==> src/rtl/row_sr_pkg.sv <==
// rtl/row_sr_pkg.sv - shared width and layout helpers for the row window shift register
package row_sr_pkg;

    // Pointer width for a DEPTH-entry ring (at least one bit).
    function automatic int ptr_width(input int depth);
        return (depth > 1) ? $clog2(depth) : 1;
    endfunction

    // Width able to hold every value 0..depth.
    function automatic int count_width(input int depth);
        return $clog2(depth + 1);
    endfunction

    // Width of the shift_len control, able to hold 0..max_shift.
    function automatic int len_width(input int max_shift);
        return $clog2(max_shift + 1);
    endfunction

    // Bit offset of (channel, lane) inside the flattened window bus.
    function automatic int lane_offset(input int channel, input int lane,
                                       input int max_shift, input int data_width);
        return (channel * max_shift + lane) * data_width;
    endfunction

endpackage

==> src/rtl/row_sr_mem.sv <==
// rtl/row_sr_mem.sv - channel-wide register array with one write port and modulo read taps
//
// Ports:
//   clock        rising-edge clock (storage is intentionally not reset)
//   write_enable write write_data at write_addr on the next edge
//   write_addr   ring slot being written
//   write_data   one word per channel, channel c at [c*DATA_WIDTH +: DATA_WIDTH]
//   read_base    ring slot of lane 0
//   read_data    unmasked window, lane i reads slot (read_base+i) mod DEPTH
module row_sr_mem
    import row_sr_pkg::*;
#(
    parameter int DATA_WIDTH = 8,
    parameter int DEPTH      = 10,
    parameter int MAX_SHIFT  = 3,
    parameter int CHANNELS   = 1
) (
    input  logic                                     clock,
    input  logic                                     write_enable,
    input  logic [ptr_width(DEPTH)-1:0]              write_addr,
    input  logic [CHANNELS*DATA_WIDTH-1:0]           write_data,
    input  logic [ptr_width(DEPTH)-1:0]              read_base,
    output logic [CHANNELS*MAX_SHIFT*DATA_WIDTH-1:0] read_data
);

    localparam int PW = ptr_width(DEPTH);
    localparam logic [PW:0] DEPTH_P = (PW + 1)'(DEPTH);

    logic [CHANNELS*DATA_WIDTH-1:0] storage [DEPTH];

    always_ff @(posedge clock) begin
        if (write_enable) begin
            storage[write_addr] <= write_data;
        end
    end

    for (genvar lane = 0; lane < MAX_SHIFT; lane++) begin : g_tap
        logic [PW:0]   tap_sum;
        logic [PW-1:0] tap_addr;

        // base < DEPTH and lane < DEPTH, so one conditional subtract wraps it.
        assign tap_sum  = {1'b0, read_base} + (PW + 1)'(lane);
        assign tap_addr = (tap_sum >= DEPTH_P) ? PW'(tap_sum - DEPTH_P) : PW'(tap_sum);

        for (genvar ch = 0; ch < CHANNELS; ch++) begin : g_ch
            assign read_data[lane_offset(ch, lane, MAX_SHIFT, DATA_WIDTH) +: DATA_WIDTH] =
                storage[tap_addr][ch*DATA_WIDTH +: DATA_WIDTH];
        end
    end

endmodule

==> src/rtl/row_window_sr.sv <==
// rtl/row_window_sr.sv - multi-channel ring shift register with a show-ahead row window
//
// Ports:
//   clock, reset       rising-edge clock; asynchronous active-low reset
//   clear              synchronous flush of pointers and count (error flags kept)
//   shift_in_enable    push one word per channel from shift_in
//   shift_out_enable   pop one word (ignored while shift_row_up is high)
//   shift_row_up       pop min(shift_len, MAX_SHIFT) words
//   shift_len          row length for shift_row_up and row_shift_rdy
//   shift_out          head word per channel
//   p_shift_out        MAX_SHIFT-lane window per channel, lanes beyond count read zero
//   count              stored words
//   full, empty, almost_full, row_shift_rdy   status from the registered count
//   overflow, underflow                        sticky error flags
module row_window_sr
    import row_sr_pkg::*;
#(
    parameter int DATA_WIDTH = 8,
    parameter int DEPTH      = 10,
    parameter int MAX_SHIFT  = 3,
    parameter int CHANNELS   = 1,
    parameter int AF_LEVEL   = DEPTH - 1
) (
    input  logic                                     clock,
    input  logic                                     reset,
    input  logic                                     clear,
    input  logic                                     shift_in_enable,
    input  logic [CHANNELS*DATA_WIDTH-1:0]           shift_in,
    input  logic                                     shift_out_enable,
    input  logic                                     shift_row_up,
    input  logic [len_width(MAX_SHIFT)-1:0]          shift_len,
    output logic [CHANNELS*DATA_WIDTH-1:0]           shift_out,
    output logic [CHANNELS*MAX_SHIFT*DATA_WIDTH-1:0] p_shift_out,
    output logic [count_width(DEPTH)-1:0]            count,
    output logic                                     full,
    output logic                                     empty,
    output logic                                     almost_full,
    output logic                                     row_shift_rdy,
    output logic                                     overflow,
    output logic                                     underflow
);

    localparam int PW = ptr_width(DEPTH);
    localparam int CW = count_width(DEPTH);
    localparam int LW = len_width(MAX_SHIFT);

    localparam logic [CW-1:0] DEPTH_C = CW'(DEPTH);
    localparam logic [PW:0]   DEPTH_P = (PW + 1)'(DEPTH);
    localparam logic [PW-1:0] LAST_P  = PW'(DEPTH - 1);
    localparam logic [LW-1:0] MAX_L   = LW'(MAX_SHIFT);

    logic [PW-1:0] head;
    logic [PW-1:0] tail;
    logic [PW-1:0] head_next;
    logic [PW-1:0] tail_next;
    logic [PW:0]   head_sum;
    logic [CW-1:0] count_next;

    logic [LW-1:0] eff_len;
    logic [CW-1:0] eff_len_c;
    logic [CW-1:0] pop_words;

    logic row_req;
    logic row_ok;
    logic row_err;
    logic single_req;
    logic single_ok;
    logic single_err;
    logic push_req;
    logic push_ok;
    logic push_err;

    logic [CHANNELS*MAX_SHIFT*DATA_WIDTH-1:0] raw_window;

    // ------------------------------------------------------------------
    // Request decode. Pop acceptance looks only at the pre-edge count, so
    // a same-cycle push can never fund a pop. A zero row length never
    // raises a request at all, which keeps it from flagging underflow.
    // ------------------------------------------------------------------
    always_comb begin
        eff_len    = (shift_len > MAX_L) ? MAX_L : shift_len;
        eff_len_c  = CW'(eff_len);

        row_req    = shift_row_up & ~clear & (eff_len != '0);
        row_ok     = row_req & (count >= eff_len_c);
        row_err    = row_req & ~row_ok;

        single_req = shift_out_enable & ~shift_row_up & ~clear;
        single_ok  = single_req & (count != '0);
        single_err = single_req & (count == '0);

        pop_words  = '0;
        if (row_ok) begin
            pop_words = eff_len_c;
        end else if (single_ok) begin
            pop_words = CW'(1);
        end

        // A full buffer still takes a push when a pop frees a slot this edge.
        push_req   = shift_in_enable & ~clear;
        push_ok    = push_req & ((count != DEPTH_C) | (pop_words != '0));
        push_err   = push_req & ~push_ok;

        // pop_words <= MAX_SHIFT <= DEPTH keeps the sum below 2*DEPTH.
        head_sum   = {1'b0, head} + (PW + 1)'(pop_words);
        head_next  = (head_sum >= DEPTH_P) ? PW'(head_sum - DEPTH_P) : PW'(head_sum);
        tail_next  = (tail == LAST_P) ? '0 : tail + PW'(1);
        count_next = count + CW'(push_ok) - pop_words;
    end

    always_ff @(posedge clock or negedge reset) begin
        if (!reset) begin
            head      <= '0;
            tail      <= '0;
            count     <= '0;
            overflow  <= 1'b0;
            underflow <= 1'b0;
        end else begin
            if (clear) begin
                head  <= '0;
                tail  <= '0;
                count <= '0;
            end else begin
                head  <= head_next;
                count <= count_next;
                if (push_ok) begin
                    tail <= tail_next;
                end
            end
            // Request terms are already gated by clear, so a flush never
            // touches the sticky flags.
            overflow  <= overflow | push_err;
            underflow <= underflow | row_err | single_err;
        end
    end

    row_sr_mem #(
        .DATA_WIDTH (DATA_WIDTH),
        .DEPTH      (DEPTH),
        .MAX_SHIFT  (MAX_SHIFT),
        .CHANNELS   (CHANNELS)
    ) u_mem (
        .clock        (clock),
        .write_enable (push_ok),
        .write_addr   (tail),
        .write_data   (shift_in),
        .read_base    (head),
        .read_data    (raw_window)
    );

    // Lanes at or beyond count are forced to zero; storage is never reset,
    // so this is what hides stale words after reset, clear or pops.
    for (genvar lane = 0; lane < MAX_SHIFT; lane++) begin : g_lane
        logic lane_valid;
        assign lane_valid = (count > CW'(lane));

        for (genvar ch = 0; ch < CHANNELS; ch++) begin : g_ch
            localparam int OFS = lane_offset(ch, lane, MAX_SHIFT, DATA_WIDTH);
            assign p_shift_out[OFS +: DATA_WIDTH] =
                lane_valid ? raw_window[OFS +: DATA_WIDTH] : '0;
        end
    end

    for (genvar ch = 0; ch < CHANNELS; ch++) begin : g_head
        assign shift_out[ch*DATA_WIDTH +: DATA_WIDTH] =
            p_shift_out[lane_offset(ch, 0, MAX_SHIFT, DATA_WIDTH) +: DATA_WIDTH];
    end

    assign full          = (count == DEPTH_C);
    assign empty         = (count == '0);
    assign almost_full   = (int'(count) >= AF_LEVEL);
    assign row_shift_rdy = (eff_len != '0) & (count >= eff_len_c);

endmodule

==> config.mk <==
export PLATFORM = sky130hd
export DESIGN_NAME = row_window_sr
export DESIGN_NICKNAME = d
export VERILOG_FILES = /design/src/rtl/row_sr_pkg.sv /design/src/rtl/row_sr_mem.sv /design/src/rtl/row_window_sr.sv
export SDC_FILE = /design/constraint.sdc
export NUM_CORES = 1
export LEC_CHECK = 0
export CAP_MARGIN = 20
export CORE_MARGIN = 2
export CORE_UTILIZATION = 55
export DETAILED_ROUTE_END_ITERATION = 10
export GPL_ROUTABILITY_DRIVEN = 0
export PLACE_DENSITY = 0.85
export SYNTH_ARGS = -nofsm -noshare
export SYNTH_HDL_FRONTEND = slang
export SYNTH_SLANG_ARGS = --single-unit
==> constraint.sdc <==
create_clock -name clock -period 7.7 [get_ports clock]
set_clock_uncertainty 0.05 [all_clocks]
set_input_delay 1.54 -clock clock [delete_from_list [all_inputs] [get_ports clock]]
set_output_delay 1.54 -clock clock [all_outputs]
set_load 0.02 [all_outputs]
==> run_1/placement.png <==
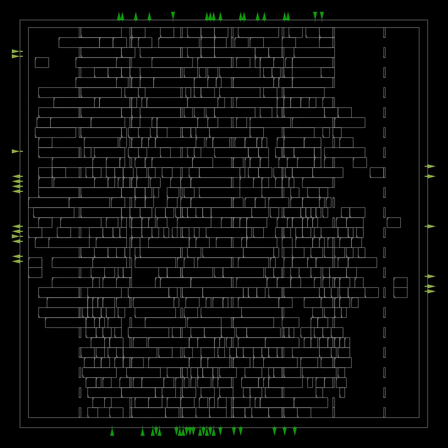
# Taps: 143
Core Region: 11270 um^2
fin cells: 759
flop share of the area: 38.53%
post-layout util: 63.41%

==> run_1/wires.png <==
Scale: 2 px per um. Two of the layers only.
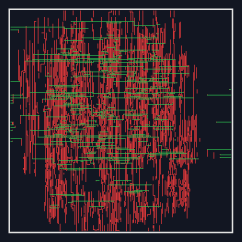
- green: metal 3 (wire length 1940 um)
- red: metal 2 (wire length 8510 um)
DR vias: 5340
Total GRT Usage: 29.39%
Routed WL per cell: 23.54 um
final WL: 17.87 mm

==> run_1/io_fan.png <==
Scale: 2 px per um.
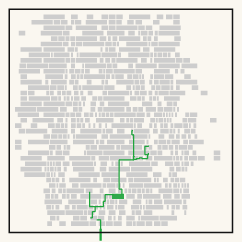
- green: `empty` (direction output; edge bottom; end cells 1; buffers 1; wire 102 um)
IO Port Bufs: 57
Ports: 58

==> flow_summary_export.csv, run 1 <==
group,metric,value,unit
pwr,power_frac_seq,28.5,%
route,ant_nets,0,
cells_and_area,flop-count,94,
global_route,busiest_layer,"met2",
worst_hold_path,hold_class,"register to register",
die,fp.dieArea,12290,um^2
pwr,pg_comb,1.17,mW
synthesis,synth_area,6281,um^2
synthesis,ys_sh_mux,11.87,%
setup_path,cp.depth,11,
global_route,grtUsageMet3,5.413,%
placed_design,dp_cells,742,
synthesis,fp_nets,618,
setup_path,crit_required,6.11,ns
cells_and_area,design_area,7148,um^2
setup_path,reg2reg_to,"head[1]$_DFF_PN0_",
synthesis,ys_types,61,
pwr,vdd_ir_drop_max,0.2102,mV
pwr,power_switching,0.9009,mW
synthesis,ys.flops,94,
cells_and_area,nonClockBufferCount,65,
placed_design,place_hpwl,11.85,mm
synthesis,ys_sh_xor,0.8367,%
synthesis,synth_area_per_cell,10.85,um^2
clock_network,clkSinkCount,94,
cells_and_area,fillers,819,
die,fp_util,55.72,%
route,wl_met3,1.944,mm
clock_network,numCtsBuffers,9,
cells_and_area,drive_gt1_share,10.55,%
pwr,power_sequential,0.631,mW
worst_hold_path,holdPathStages,1,
global_route,overflow,0,
synthesis,top_area_share,38.25,%
cells_and_area,synthToLayoutAreaGrowth,13.80,%
synthesis,top_cells_by_count,"80 x edfxtp_1, 43 x mux2i_1, 37 x nand2_1",
synthesis,simple_gate_share,14.16,%
job,warnings,33,
global_route,grt_pass1_vias,5322,
synthesis,largest_area_cell,"edfxtp_1",
synthesis,yosys_cells,579,
pwr,power_density,309.3,nW/um^2
route,drt_iter0_drc,791,
cells_and_area,final-nonclk-buf-share,8.822,%
final_timing,setup_violations,0,
setup_path,path_buffers,3,
synthesis,ff_type,"edfxtp_1",
cells_and_area,n_clock_buffer,9,
setup_path,path_cells,"buf_4 -> ha_1 -> xnor2_1 -> ha_1 -> inv_1 -> a21oi_1 -> mux4_2 -> or2_0 -> a211oi_1 -> nor4b_1 -> clkdlybuf4s50_1",
final_timing,worst_slack,1.257,ns
setup_path,reg2reg_from,"count[0]$_DFF_PN0_",
final_timing,finalHoldViolCount,0,
job,cap_violations,0,
route,route.detailed.drc,0,
cells_and_area,comb_area_share,45.21,%
setup_path,critPathTopFamily,"buffers and inverters",
final_timing,tightest_slew,1.164,ns
final_timing,period_used_share,83.68,%
placed_design,place_area,6867,um^2
cells_and_area,final_common_cell,"edfxtp_1",
setup_path,cp.arrival,4.85,ns
pwr,p_int,1.310,mW
clock_network,ctsRootBufferMaster,"clkbuf_16",
synthesis,top_cells_by_area,"edfxtp_1 38%, mux2i_1 6.9%, dfrtp_1 5.6%",
clock_network,clk_latency,0.34,ns
clock_network,cts.repair.resized,0,
cells_and_area,final_nets,650,
final_timing,tns,0,ns
die,die_h,110.9,um
cells_and_area,most-common-layout-cells,"80 x edfxtp_1, 57 x clkdlybuf4s50_1, 43 x mux2i_1",
pwr,combPwrFrac,52.8,%
route,highest_layer,"met4",
route,dr.pass1.iters,6,
setup_path,crit_top_cell,"ha_1",
global_route,grt_max_degree,89,
placed_design,dp_slack,1.784,ns
synthesis,yosys-stat-area,6281,um^2
pwr,finalPower,2.211,mW
clock_network,cts_tree,"yes",
clock_network,post_cts_buffers,0,
pwr,p_sw_share,40.75,%
route,avgViaCountPerCell,7.036,
final_timing,fmax,155.2,MHz
cells_and_area,logic_area,3232,um^2
global_route,grt_use_met2,47.89,%
die,dieWidth,110.9,um
clock_network,htreeDepth,3,
cells_and_area,largest_reg_flops,80,
final_timing,finalCriticalPeriod,6.443,ns
cells_and_area,comb.multi_input.count,420,
setup_path,critPathLaunch,"head[0]$_DFF_PN0_",
setup_path,r2r_slack,3.79,ns
setup_path,crit_slowest_cell,"buf_4",
global_route,antenna_found_initial,0,
final_timing,rsz0062_at_grt,"no",
synthesis,adder_share,4.821,%
worst_hold_path,min-delay-start,"overflow$_DFF_PN0_",
setup_path,r2r_cells,18,
setup_path,crit_path_start_kind,"register",
cells_and_area,inverters_excl_clock,21,
synthesis,logic_family,"AND-OR/OR-AND gates",
synthesis,ys_seq_share,43.82,%
clock_network,cts_hold_buffers,0,
final_timing,hold_ws,0.4212,ns
setup_path,cp_max_fo,88,
pwr,p_clk,0.413,mW
synthesis,netlist_instances,579,
synthesis,synth.cellmix.compoundShare,19.46,%
clock_network,path_clk_slew,0.06,ns
run_status,outcome,"complete, no violations",
cells_and_area,area_share_clock_buf_inv,3.833,%
pwr,p_leak,2.560,nW
global_route,use_met1,37.10,%
pwr,maxPowerGroup,"combinational logic",
cells_and_area,largest-register,"u_mem.storage",
worst_hold_path,whs_endpoint,"overflow$_DFF_PN0_",
cells_and_area,largest_class,"logic gates",
synthesis,ys_warn_count,0,
synthesis,synth-edff-count,80,
route,met1_length,6.507,mm
cells_and_area,antenna_cells,0,
die,num_rows,39,
final_timing,slew_headroom,22.13,%
pwr,clkPwrFrac,18.7,%
global_route,grt_pass1_wl,28.18,mm
cells_and_area,seqCellArea,2754,um^2
synthesis,most_common_cell,"edfxtp_1",
clock_network,clk_path_buf_depth,2,
setup_path,endpoint,"p_shift_out[15]",
setup_path,critPathCaptureType,"output port",
==> run 1 -> run 2 <==
--- a/config.mk
+++ b/config.mk
@@ -7,7 +7,7 @@
 export LEC_CHECK = 0
 export CAP_MARGIN = 20
 export CORE_MARGIN = 2
-export CORE_UTILIZATION = 55
+export CORE_UTILIZATION = 53
 export DETAILED_ROUTE_END_ITERATION = 10
 export GPL_ROUTABILITY_DRIVEN = 0
 export PLACE_DENSITY = 0.85
==> constraint.sdc (replaced) <==
create_clock -name clock -period 5.85 [get_ports clock]
set_clock_uncertainty 0.05 [all_clocks]
set_input_delay 1.17 -clock clock [delete_from_list [all_inputs] [get_ports clock]]
set_output_delay 1.17 -clock clock [all_outputs]
set_load 0.02 [all_outputs]
==> run 2 against run 1 <==
Net effect: global-route usage is 0.64 points lower; synthesized cell count unchanged; first-iteration DRC count down 0.63%; area after synthesis did not move; largest cell class unchanged; largest power group unchanged.
==> flow_summary_export.csv, run 2 <==
group,metric,value,unit
final_timing,worst_slack,0.2211,ns
final_timing,hold_ws,0.4136,ns
pwr,power_density,413.0,nW/um^2
setup_path,path_cells,"inv_2 -> ha_1 -> inv_1 -> ha_1 -> nor2b_1 -> nor3_1 -> a2bb2oi_2 -> nand2_1 -> a211oi_1 -> nor4b_1 -> clkdlybuf4s50_1",
pwr,combPwrFrac,52.2,%
synthesis,fp_nets,618,
pwr,pg_comb,1.56,mW
placed_design,dp_cells,753,
cells_and_area,area_share_clock_buf_inv,4.217,%
setup_path,endpoint,"p_shift_out[15]",
die,fp_util,54.54,%
final_timing,tightest_slew,1.130,ns
pwr,p_leak,2.622,nW
cells_and_area,drive_gt1_share,11.66,%
setup_path,cp_max_fo,12,
cells_and_area,final_nets,660,
final_timing,rsz0062_at_grt,"no",
route,dr.pass1.iters,5,
clock_network,clkSinkCount,94,
cells_and_area,comb.multi_input.count,420,
final_timing,finalMaxSlewViolations,0,
synthesis,synth_area,6281,um^2
cells_and_area,inverters_excl_clock,21,
placed_design,place_hpwl,12.08,mm
clock_network,numCtsBuffers,9,
global_route,grt_use_met2,46.67,%
cells_and_area,largest_class,"logic gates",
clock_network,post_cts_buffers,0,
synthesis,synth_area_per_cell,10.85,um^2
synthesis,ys_types,61,
synthesis,top_cells_by_count,"80 x edfxtp_1, 43 x mux2i_1, 37 x nand2_1",
clock_network,cts_hold_buffers,0,
setup_path,cp.arrival,4.41,ns
pwr,power_sequential,0.827,mW
cells_and_area,comb_area_share,44.43,%
pwr,p_sw_share,40.29,%
clock_network,cts_tree,"yes",
final_timing,setup_violations,0,
cells_and_area,flop-count,94,
worst_hold_path,whs_endpoint,"overflow$_DFF_PN0_",
synthesis,ys_warn_count,0,
route,route.detailed.drc,0,
cells_and_area,antenna_cells,0,
global_route,grt_max_degree,62,
route,avgViaCountPerCell,7.025,
worst_hold_path,hold_class,"register to register",
synthesis,netlist_instances,579,
final_timing,fmax,177.7,MHz
setup_path,critPathCaptureType,"output port",
pwr,power_switching,1.205,mW
synthesis,simple_gate_share,14.16,%
clock_network,clk_path_buf_depth,2,
cells_and_area,fillers,855,
die,pin_count,58,
setup_path,crit_top_cell,"ha_1",
setup_path,crit_slowest_cell,"dfrtp_1",
global_route,grt_pass1_vias,5190,
global_route,busiest_layer,"met2",
die,num_rows,39,
route,highest_layer,"met4",
route,ant_nets,0,
pwr,p_clk,0.602,mW
synthesis,top_cells_by_area,"edfxtp_1 38%, mux2i_1 6.9%, dfrtp_1 5.6%",
synthesis,ys_sh_xor,0.8367,%
setup_path,r2r_cells,18,
synthesis,most_common_cell,"edfxtp_1",
cells_and_area,largest_reg_flops,80,
synthesis,ff_type,"edfxtp_1",
cells_and_area,most-common-layout-cells,"80 x edfxtp_1, 57 x clkdlybuf4s50_1, 43 x mux2i_1",
die,fp.dieArea,12740,um^2
route,drt_iter0_drc,786,
cells_and_area,logic_area,3217,um^2
setup_path,reg2reg_from,"count[0]$_DFF_PN0_",
worst_hold_path,min-delay-start,"overflow$_DFF_PN0_",
synthesis,largest_area_cell,"edfxtp_1",
synthesis,logic_family,"AND-OR/OR-AND gates",
setup_path,critPathTopFamily,"simple AND/OR/NAND/NOR gates",
global_route,grt_pass1_wl,28.23,mm
final_timing,finalCriticalPeriod,5.629,ns
synthesis,yosys_cells,579,
route,met1_length,6.581,mm
setup_path,path_buffers,3,
route,vias,5402,
route,wl,18.29,mm
clock_network,path_clk_slew,0.07,ns
clock_network,ctsRootBufferMaster,"clkbuf_16",
global_route,grtUsageMet3,5.999,%
synthesis,synth-edff-count,80,
synthesis,ys_seq_share,43.82,%
clock_network,clk_latency,0.34,ns
route,wl_met3,2.087,mm
die,n_tap_cell,143,
die,dieWidth,112.9,um
synthesis,top_area_share,38.25,%
cells_and_area,synthToLayoutAreaGrowth,15.26,%
clock_network,htreeDepth,3,
cells_and_area,largest-register,"u_mem.storage",
placed_design,dp_slack,0.7538,ns
global_route,use_met1,36.36,%
pwr,vdd_ir_drop_max,0.2497,mV
pwr,clkPwrFrac,20.1,%
cells_and_area,n_clock_buffer,9,
placed_design,place_area,6934,um^2
worst_hold_path,holdPathStages,1,
setup_path,critPathLaunch,"head[1]$_DFF_PN0_",
final_timing,slew_headroom,24.68,%
synthesis,yosys-stat-area,6281,um^2
pwr,power_frac_seq,27.7,%
cells_and_area,seqCellArea,2754,um^2
global_route,antenna_found_initial,0,
cells_and_area,final-nonclk-buf-share,9.748,%
final_timing,finalHoldViolCount,0,
job,cap_violations,0,
global_route,overflow,0,
setup_path,cp.depth,11,
synthesis,adder_share,4.821,%
cells_and_area,final_common_cell,"edfxtp_1",
route,wl_per_cell,23.78,um
synthesis,ys.flops,94,
pwr,p_int,1.785,mW
cells_and_area,design_area,7239,um^2
die,die_h,112.9,um
placed_design,portBuffers,57,
run_status,outcome,"complete, no violations",
job,warnings,33,
cells_and_area,nonClockBufferCount,75,
clock_network,cts.repair.resized,0,
==> run_2/placement.png <==
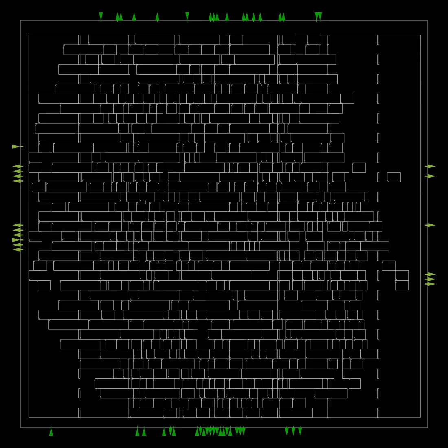
fin cells: 769
post-layout util: 62.86%
Core Region: 11520 um^2
flop share of the area: 38.04%

Power and IR drop assume default switching activity.
